<file path="src/rtl/fetch_stage_if.sv">
// fetch_stage_if: instruction-memory port, redirect input and decode-facing handshake of the fetch stage.
interface fetch_stage_if;
    logic        imem_read;
    logic [15:0] imem_address;
    logic [15:0] imem_rdata;
    logic        imem_resp;
    logic        redirect;
    logic [15:0] redirect_pc;
    logic        dec_ready;
    logic        if_valid;
    logic [15:0] if_instruction;
    logic [15:0] if_pc;
    logic [15:0] if_npc;
    modport master (
        output imem_read, imem_address, if_valid, if_instruction, if_pc, if_npc,
        input  imem_rdata, imem_resp, redirect, redirect_pc, dec_ready
    );
    modport slave (
        input  imem_read, imem_address, if_valid, if_instruction, if_pc, if_npc,
        output imem_rdata, imem_resp, redirect, redirect_pc, dec_ready
    );
endinterface

</file>
<file path="src/rtl/fetch_stage.sv">
// fetch_stage: fetches 16-bit words into a small PC-tagged FIFO for decode; redirects flush it and drain any in-flight read.
module fetch_stage #(
    parameter logic [15:0] RESET_PC = 16'h0000,
    parameter int          DEPTH    = 2
) (
    input  logic          clk,
    input  logic          reset_n,
    fetch_stage_if.master bus
);
    localparam int AW = $clog2(DEPTH);
    localparam logic [AW:0] FULL = (AW+1)'(DEPTH);
    typedef enum logic {FETCH, DRAIN} state_t;
    state_t        state, next_state;
    logic [15:0]   fetch_pc, drain_addr;
    logic [AW:0]   count;
    logic [AW-1:0] rd_ptr, wr_ptr;
    logic [15:0]   pc_mem  [DEPTH];
    logic [15:0]   ins_mem [DEPTH];
    logic          push, pop;
    always_ff @(posedge clk or negedge reset_n) begin
        if (!reset_n) state <= FETCH;
        else          state <= next_state;
    end
    // A redirect with a read still waiting must drain it; a same-cycle response simply completes it.
    always_comb begin
        next_state = state;
        if (bus.redirect)                          next_state = (bus.imem_read && !bus.imem_resp) ? DRAIN : FETCH;
        else if (state == DRAIN && bus.imem_resp)  next_state = FETCH;
    end
    always_comb begin
        bus.imem_read      = reset_n && (state == DRAIN || count < FULL);
        bus.imem_address   = (state == DRAIN) ? drain_addr : fetch_pc;
        bus.if_valid       = (count != '0);
        bus.if_instruction = ins_mem[rd_ptr];
        bus.if_pc          = pc_mem[rd_ptr];
        bus.if_npc         = pc_mem[rd_ptr] + 16'd2;
    end
    assign push = (state == FETCH) && bus.imem_read && bus.imem_resp && !bus.redirect;
    assign pop  = bus.if_valid && bus.dec_ready && !bus.redirect;
    always_ff @(posedge clk or negedge reset_n) begin
        if (!reset_n) begin
            fetch_pc   <= RESET_PC;
            drain_addr <= RESET_PC;
            count      <= '0;
            rd_ptr     <= '0;
            wr_ptr     <= '0;
            for (int i = 0; i < DEPTH; i++) begin
                pc_mem[i]  <= '0;
                ins_mem[i] <= '0;
            end
        end else begin
            // Tracks the outstanding address so a later redirect knows what to drain.
            if (state == FETCH) drain_addr <= fetch_pc;
            if (bus.redirect) begin
                fetch_pc <= {bus.redirect_pc[15:1], 1'b0};
                count    <= '0;
                rd_ptr   <= '0;
                wr_ptr   <= '0;
            end else begin
                if (push) begin
                    pc_mem[wr_ptr]  <= fetch_pc;
                    ins_mem[wr_ptr] <= bus.imem_rdata;
                    wr_ptr          <= wr_ptr + 1'b1;
                    fetch_pc        <= fetch_pc + 16'd2;
                end
                if (pop) rd_ptr <= rd_ptr + 1'b1;
                count <= count + {{AW{1'b0}}, push} - {{AW{1'b0}}, pop};
            end
        end
    end
endmodule

</file>
<file path="src/flat_wrapper.sv">
// flat-port wrapper written by rule: the top's interface ports become plain ports
module fetch_stage_flat 
#(
    parameter logic [15:0] RESET_PC = 16'h0000,
    parameter int          DEPTH    = 2
)
  (clk, reset_n, bus_imem_read, bus_imem_address, bus_if_valid, bus_if_instruction, bus_if_pc, bus_if_npc, bus_imem_rdata, bus_imem_resp, bus_redirect, bus_redirect_pc, bus_dec_ready);
  fetch_stage_if bus_i ();
  input  logic clk;
  input  logic reset_n;
  output wire logic [$bits(bus_i.imem_read)-1:0] bus_imem_read;
  output wire logic [$bits(bus_i.imem_address)-1:0] bus_imem_address;
  output wire logic [$bits(bus_i.if_valid)-1:0] bus_if_valid;
  output wire logic [$bits(bus_i.if_instruction)-1:0] bus_if_instruction;
  output wire logic [$bits(bus_i.if_pc)-1:0] bus_if_pc;
  output wire logic [$bits(bus_i.if_npc)-1:0] bus_if_npc;
  input wire logic [$bits(bus_i.imem_rdata)-1:0] bus_imem_rdata;
  input wire logic [$bits(bus_i.imem_resp)-1:0] bus_imem_resp;
  input wire logic [$bits(bus_i.redirect)-1:0] bus_redirect;
  input wire logic [$bits(bus_i.redirect_pc)-1:0] bus_redirect_pc;
  input wire logic [$bits(bus_i.dec_ready)-1:0] bus_dec_ready;
  assign bus_imem_read = bus_i.imem_read;
  assign bus_imem_address = bus_i.imem_address;
  assign bus_if_valid = bus_i.if_valid;
  assign bus_if_instruction = bus_i.if_instruction;
  assign bus_if_pc = bus_i.if_pc;
  assign bus_if_npc = bus_i.if_npc;
  assign bus_i.imem_rdata = bus_imem_rdata;
  assign bus_i.imem_resp = bus_imem_resp;
  assign bus_i.redirect = bus_redirect;
  assign bus_i.redirect_pc = bus_redirect_pc;
  assign bus_i.dec_ready = bus_dec_ready;
  fetch_stage #(.RESET_PC(RESET_PC), .DEPTH(DEPTH)) u_core (.clk(clk), .reset_n(reset_n), .bus(bus_i));
endmodule
</file>
<file path="config.mk">
export PLATFORM = sky130hd
export DESIGN_NAME = fetch_stage_flat
export DESIGN_NICKNAME = d
export VERILOG_FILES = /design/src/rtl/fetch_stage_if.sv /design/src/rtl/fetch_stage.sv /design/src/flat_wrapper.sv
export SDC_FILE = /design/constraint.sdc
export NUM_CORES = 1
export LEC_CHECK = 0
export ABC_AREA = 1
export ABC_CLOCK_PERIOD_IN_PS = 2350
export CORE_ASPECT_RATIO = 0.7
export CORE_MARGIN = 1
export CORE_UTILIZATION = 52
export DETAILED_ROUTE_END_ITERATION = 8
export GPL_ROUTABILITY_DRIVEN = 0
export PLACE_DENSITY = 0.81
export SLEW_MARGIN = 15
export SYNTH_ARGS = -nofsm -noshare
export SYNTH_HDL_FRONTEND = slang
export SYNTH_SLANG_ARGS = --single-unit
</file>
<file path="constraint.sdc">
create_clock -name clk -period 2.35 [get_ports clk]
set_input_delay 0.235 -clock clk [delete_from_list [all_inputs] [get_ports clk]]
set_output_delay 0.235 -clock clk [all_outputs]
set_load 0.05 [all_outputs]
</file>
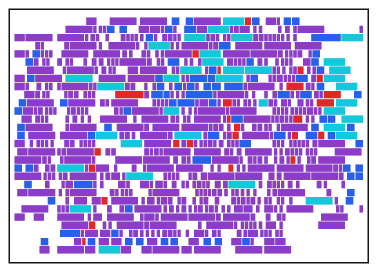
Run 1: drive-strength map
Scale: 3 px per um.
cyan -> drive 6 and up  # cells 35, most used buf_12
red -> drive 2  # cells 25, most used nand2_2
blue -> drive 3 to 4  # cells 85, most used buf_4
purple -> drive 1 or less  # cells 638, most used nand2_1
layout buffer count excluding clock buffers: 123
minimum setup slack in the final design: -0.00485 ns
Layout Area Growth over Synthesis: 36.2%
fin area: 6800 sq um

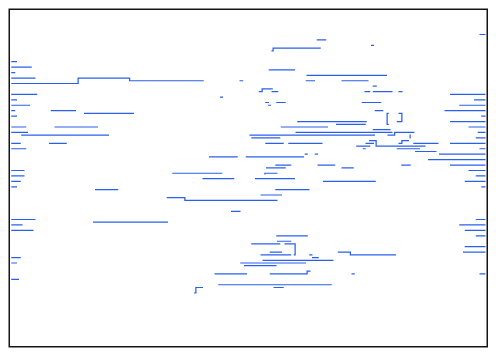
Run 1: M3 wires
Scale: 4 px per um.
share of all routed wire = 6.3%
longest straight run = 31.1 um
Total Routed Length: 13.3 mm
Via Count: 4753
global-route met3 utilization: 6.15%

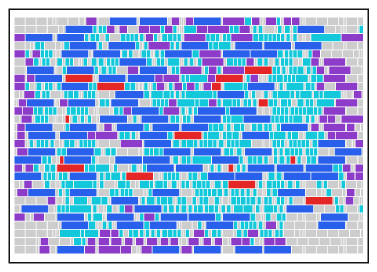
Run 1: cells coloured by class
Scale: 3 px per um. Fill, decap, tap and diode cells in grey.
purple -> other buffers and delay cells  # cells 123
cyan -> all other logic  # cells 547
red -> clock drivers and dummy loads  # cells 15
blue -> flip-flops  # cells 98
proportion of cell area occupied by registers: 36.1%
CORE AREA: 9180 sq um
row cnt: 29

==> notes.md, run 1 <==
The flow run is done. The flow ran to the end, but the final reports show violations. The checks that failed: negative setup slack. TritonCTS built the clock tree. For the clock group, total power comes out at ~1.3 mW. At the worst endpoint, the required time is 2.12 ns. Synthesized-area fraction occupied by xor and xnor cells landed at under 10%.

Total congestion overflow after global routing landed at 0. In this run the number of cells on the critical path is 9. After detailed routing, no signal wire sits above met4.

Power attributed to sequential cells landed at about 2.3 mW. Total inserted antenna cells landed at 0. The root buffer cell chosen for the clock tree is sky130_fd_sc_hd__clkbuf_16. Cell count in the Yosys report landed at 672. H-tree depth reported by CTS landed at 3. Slack of the critical path landed at -0.00485 ns. Top-area cell type share of the netlist area landed at approximately half. Net switching is a little over two fifths of the power. Leakage component of the power landed at 3.39 nW.

For reference, the top logic cell family by area is simple AND/OR/NAND/NOR gates. Among logic cells in the layout, the one with the most instances is sky130_fd_sc_hd__nand2_1. Setup repair after global routing could not meet its margin everywhere. The synthesized design contains 98 register bits. Register area landed at around 2500 sq um. In this run the maximum-capacitance check reported violations numbering 0. In the routed design, unresolved DRC markers number 0. Clock latency of the later-clocked register in the worst-skew pair landed at between 0.3 and 0.4 ns.

STA on the placed design reports a worst setup slack of 0.108 ns. Routed metal-1 wire length landed at 5.73 mm. The report lists the cells along the critical path as buf_8 > nand2_1 > nand2_1 > inv_2 > nand2_2 > nor2_4 > nand2_1 > xor2_2 > buf_12. Initial core utilization landed at 54.4%. Per the finish-stage timing summary, setup violations number 1. The layout contains a multi-input combinational cell count of approximately 470. Number of buffers created by CTS landed at 9. Of all cell types, the one taking the most synthesized area is sky130_fd_sc_hd__dfrtp_1. Buffering overhead landed at between 10% and 20%. Antenna violation net count after detailed routing landed at 0.

Per the OpenROAD floorplan log, the width of the die is between 100 and 150 um. Number of instances in the synthesized netlist landed at approximately 670. The worst setup path is captured at an output pin. In this run, the combinational gates consume between 40% and 50% of the power. The main area contributors are sky130_fd_sc_hd__dfrtp_1 49%, sky130_fd_sc_hd__nand2_1 21%, sky130_fd_sc_hd__o21ai_1 6.3%, sky130_fd_sc_hd__inv_1 5.5%, sky130_fd_sc_hd__nand3_1 3.2%. Per-instance average area after synthesis landed at between 7 and 8 sq um. The capture point of the critical path was reported as bus_if_npc[9]. The synthesized netlist occupies a cell area of 4990 sq um. Clock network area share landed at between 3 and 4%. The post-route utilization of the core is recorded as 74.1%. For the worst setup path, the data arrival time is 2.12 ns. According to the floorplan report, the die height is about 84 um. Register share after synthesis landed at approximately 50%.

Looking at the worst setup and hold paths, the clock pins of their registers show a slew of 0.06 ns. Worst-case register-to-register setup slack landed at ~0.33 ns. The flow inserted 124 tap cells. Looking at the setup timing report, the critical path kind is flip-flop to output pin.

The tightest min-delay check is of the input pin to async pin type. Count of library flops with an enable pin landed at 0. Derived from the worst setup path, the maximum achievable clock frequency is between 0.4 and 0.5 GHz. The number of antenna violations at the first check in global routing was 0. Instance area after placement landed at approximately 6300 sq um. Maximum number of pins on one net before global-route repair landed at roughly 74.

Looking at the group totals, the largest power group turns out to be combinational cells. Global routing used around 28% of the available tracks. Multi-input gate share of the layout cell area landed at 34.4%. The most used flip-flop cell after synthesis is sky130_fd_sc_hd__dfrtp_1. The registers reported with the highest flop counts are u_core.ins_mem x32, u_core.pc_mem x30, u_core.drain_addr x16. Total number of yosys warnings landed at 0. STA lists the endpoint of the worst register-to-register path as u_core.pc_mem[28]. In this design, the critical path's most frequently occurring cell is sky130_fd_sc_hd__nand2_1. After synthesis, the chip area reported by Yosys is around 5000 sq um. The critical path starts at u_core.rd_ptr. Area share of fa/ha/maj cells after synthesis landed at around 1.0%. Number of gates given a new drive strength after cts landed at 26. Wire length per cell landed at between 10 and 15 um.

The worst path in the final design needs a cycle of roughly 2.4 ns, including I/O delays and setup. During placement, the flow inserted port buffers numbering a little under 100. Power per cell area landed at between 900 and 1000 nW/um^2. Per STA, the worst path accumulates the most delay in the family simple AND/OR/NAND/NOR gates. The HPWL after detailed placement is between 9 and 10 mm. On met2, the global router reports a usage of between 40% and 50%. Power of the combinational group landed at about 3.2 mW. In the synthesized netlist, the cells that appear most often are 274 x sky130_fd_sc_hd__nand2_1, 98 x sky130_fd_sc_hd__dfrtp_1, 73 x sky130_fd_sc_hd__inv_1.

Global-route wire length before repair landed at approximately 22 mm. Final-stage net count landed at between 800 and 900. Of all nets on the critical path, the largest fanout is 25.

On the final layout, the worst clock skew is 0.00572 ns. Once iteration 0 of detailed routing completed, the report listed about 380 DRC markers. Warnings raised by the tools during the run amount to 28. Measured against the total synthesized area, the mux share comes to 0%. Of the total synthesized cell area, the portion taken by AND, OR, NAND and NOR gates is roughly 29%.

Leaving out buffers and inverters, the combinational logic in the layout accounts for about 2300 sq um. The register with the most flip-flops in the layout has 32 of them. Count of clock-net buffers in the final layout landed at 11. Per the placement report, the placed cell count is 883.

Once the clock tree was built, the setup fixing pass inserted 0 buffers. The largest individual stage delay along the critical path comes from the cell sky130_fd_sc_hd__dfrtp_2. Looking at the gate-level netlist, the highest instance count belongs to sky130_fd_sc_hd__nand2_1.

The pin closest to its max-slew limit shows a slew of roughly 0.9 ns.
==> run 1 -> run 2 <==
- GPL_TIMING_DRIVEN: not set -> 0
- SLEW_MARGIN: 15 -> not set
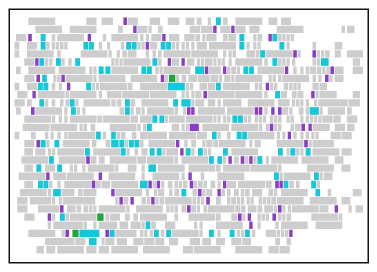
Run 2: gate-type map
Scale: 3 px per um.
purple -> inverters  # cells 76, where widely spread
cyan -> inverting AOI/OAI gates  # cells 95, where widely spread
green -> AND and OR gates  # cells 3
logic share of the area: 33.8%
dominant logic cell type in the layout: sky130_fd_sc_hd__nand2_1
number of non-filler instances in the completed layout: 926

==> notes.md, run 2 <==
The flow run is done. Slack of the critical path landed at -0.0436 ns (-0.0387 ns). The utilization after layout was 72.9% (-1.2 points). Total global routing track utilization landed at 29.7% (+1.7 points).

Setup repair after global routing could not meet its margin everywhere. The number of antenna violations at the first check in global routing came to 0 (unchanged). STA reports the tightest min-delay check as being of type input pin to async pin. The power attributed to sequential cells was 2.25 mW (about the same). The maximum number of pins on one net before global-route repair is 68 (-8.1%). The H-tree depth reported by CTS was 3 (unchanged). Combined area of all synthesized cells landed at 4990 sq um (unchanged).

The top-area cell type share of the netlist area was 49.1% (unchanged). According to the timing report, the critical path is captured at bus_if_npc[10]. Total congestion overflow after global routing landed at 0 (unchanged). Clock network area share landed at 4.51% (+0.68 points).

The number of remaining DRC errors is 0 (unchanged). The power share of the combinational group is 42.6% (-4.7 points). Combined area of the multi-input logic cells landed at 2260 sq um (-3.4%). The number of setup violations in the final report came to 1 (unchanged). The actual transition at the worst max-transition pin came to 0.612 ns (-0.297 ns).

The wire length per cell came to 15.5 um (+6.3%). The register area came to 2450 sq um (about the same). The via count of the routed design came to 5005 (+5.3%). The largest share of the power goes to combinational cells. The cell total after placement came to 897 (+1.6%). Routed wire length landed at 14.4 mm (+8.5%). The registers reported with the highest flop counts are u_core.ins_mem x32, u_core.pc_mem x30, u_core.drain_addr x16.

Per-instance average area after synthesis landed at 7.43 sq um (unchanged). The buffering overhead was 18.4% (-0.81 points). The die height was 84.0 um (unchanged). Total inserted antenna cells landed at 0 (unchanged). The final reports fail on negative setup slack. The critical path arrival came to 2.16 ns (+0.04 ns). The count of library flops with an enable pin came to 0 (unchanged). The highest metal layer carrying signal wires in the routed design is met4. Looking at the global route congestion table, the highest-usage layer is met2. The count of routing violations after the opening detailed-route iteration was 491 (+31%). The power per cell area came to 975 nW/um^2 (-2.3%). Worst-case register-to-register setup slack landed at 0.40 ns (+0.07 ns). The routed metal-1 wire length came to 6.12 mm (+6.8%). Count of clock-net buffers in the final layout landed at 10 (-1). Synthesized-area fraction occupied by and/or/nand/nor cells landed at 29.1% (unchanged). The peak clock frequency supported by timing came to 0.418 GHz (-1.6%). Walking the worst path, the cells encountered are buf_6 > buf_4 > o21ai_2 > nand2_1 > nor2_1 > nand3_1 > nand2_1 > nand2_1 > clkbuf_4.

Initial core utilization landed at 54.4% (unchanged). The timing report attributes the biggest portion of critical-path delay to simple AND/OR/NAND/NOR gates. Ranked by instance count, the synthesized netlist is headed by 274 x sky130_fd_sc_hd__nand2_1, 98 x sky130_fd_sc_hd__dfrtp_1, 73 x sky130_fd_sc_hd__inv_1.

Worst setup slack after placement landed at -0.728 ns (-0.836 ns). The setup fix buffers added after clock tree synthesis was 2 (+2). Global-route wire length before repair landed at 23.4 mm (+5.9%). Number of instances in the synthesized netlist landed at 672 (unchanged). The total of max-cap violations is 0 (unchanged).

Count of tool warnings landed at 29 (+3.6%). Antenna violation net count after detailed routing landed at 0 (unchanged). The met2 track utilization from global routing is 47.9% (+2.5 points). Area share of fa/ha/maj cells after synthesis landed at 1.00% (unchanged).

Synthesized-area fraction occupied by xor and xnor cells landed at 2.10% (unchanged). The number of gates on the worst path with buffers counted came to 9 (unchanged). The number of buffers created by CTS is 9 (unchanged). The flow ran to the end, but the final reports show violations. The largest total area in the synthesized netlist belongs to sky130_fd_sc_hd__dfrtp_1. The total number of yosys warnings is 0 (unchanged). Net switching fraction of the power landed at 43.1% (+0.64 points). Non-clock buffer instance count of the final layout landed at 141 (+15%). Final-report max-slew violation count landed at 0.

The number of buffers inserted by port buffering was 99 (unchanged). Worst setup skew after layout landed at 0.00889 ns (+0.00317 ns). The final-stage net count came to 838 (+2.2%). Clock period minus worst slack landed at 2.39 ns (+0.0387 ns). The instance area after placement came to 6240 sq um (-1.0%). The number of gates given a new drive strength after cts is 153 (+490%). The post-synth area from yosys stat is 4990 sq um (unchanged).

By area the synthesized netlist is led by sky130_fd_sc_hd__dfrtp_1 49%, sky130_fd_sc_hd__nand2_1 21%, sky130_fd_sc_hd__o21ai_1 6.3%, sky130_fd_sc_hd__inv_1 5.5%, sky130_fd_sc_hd__nand3_1 3.2%. The total number of multi-input combinational cells was 471 (unchanged). Power of the combinational group landed at 2.78 mW (-13%). The tap cell instance count came to 124 (unchanged). The final design instance area without fill came to 6690 sq um (-1.7%). CTS clock-pin slew for the worst setup and hold paths landed at 0.07 ns (about the same). Clock tree synthesis selected as its root buffer the cell sky130_fd_sc_hd__clkbuf_16. The worst register-to-register path depth is 8. Yosys shows that the main logic family after synthesis is simple AND/OR/NAND/NOR gates. Clock latency of the later-clocked register in the worst-skew pair landed at 0.34 ns (about the same). Flip-flop count of the largest register after layout landed at 32 (unchanged). Looking at the area split, the leading class of cells is registers. From synthesis to final layout, the design area changed by 34.0%. The cell count in the Yosys report is 672 (unchanged). The register share after synthesis is 49.1% (unchanged).

STA classifies the critical path endpoint as an output pin. The capture point of the worst register-to-register path is recorded as u_core.count[1]. In the setup report, the worst path falls into the class flip-flop to output pin. The fraction of area in registers is 36.7% (+0.60 points). Clock distribution power landed at 1.49 mW (+10%).

Required time reported for the critical path endpoint landed at 2.12 ns (about the same). Mux cell area share after synthesis landed at 0% (unchanged). Standard cell core area landed at 9180 sq um (unchanged). Synthesis-stage register bit count landed at 98 (unchanged). The global routing met3 resource utilization is 6.42% (+0.27 points). TritonCTS built the clock tree.

Switching power landed at approximately 2.8 mW. The commonest register cell is sky130_fd_sc_hd__dfrtp_1. The critical path starts at u_core.rd_ptr. The chip width was 119 um (unchanged). The leakage component of the power came to 3.40 nW (+0.26%).

Among the stages of the critical path, the cell type that occurs most often is sky130_fd_sc_hd__nand2_1. Floorplan row count landed at 29 (unchanged). Looking at the critical path, the single cell with the biggest stage delay is sky130_fd_sc_hd__dfrtp_1. Worst-path maximum fanout landed at 6 (-76%).
Power figures rest on the tool's default switching activity, not on a simulated workload.
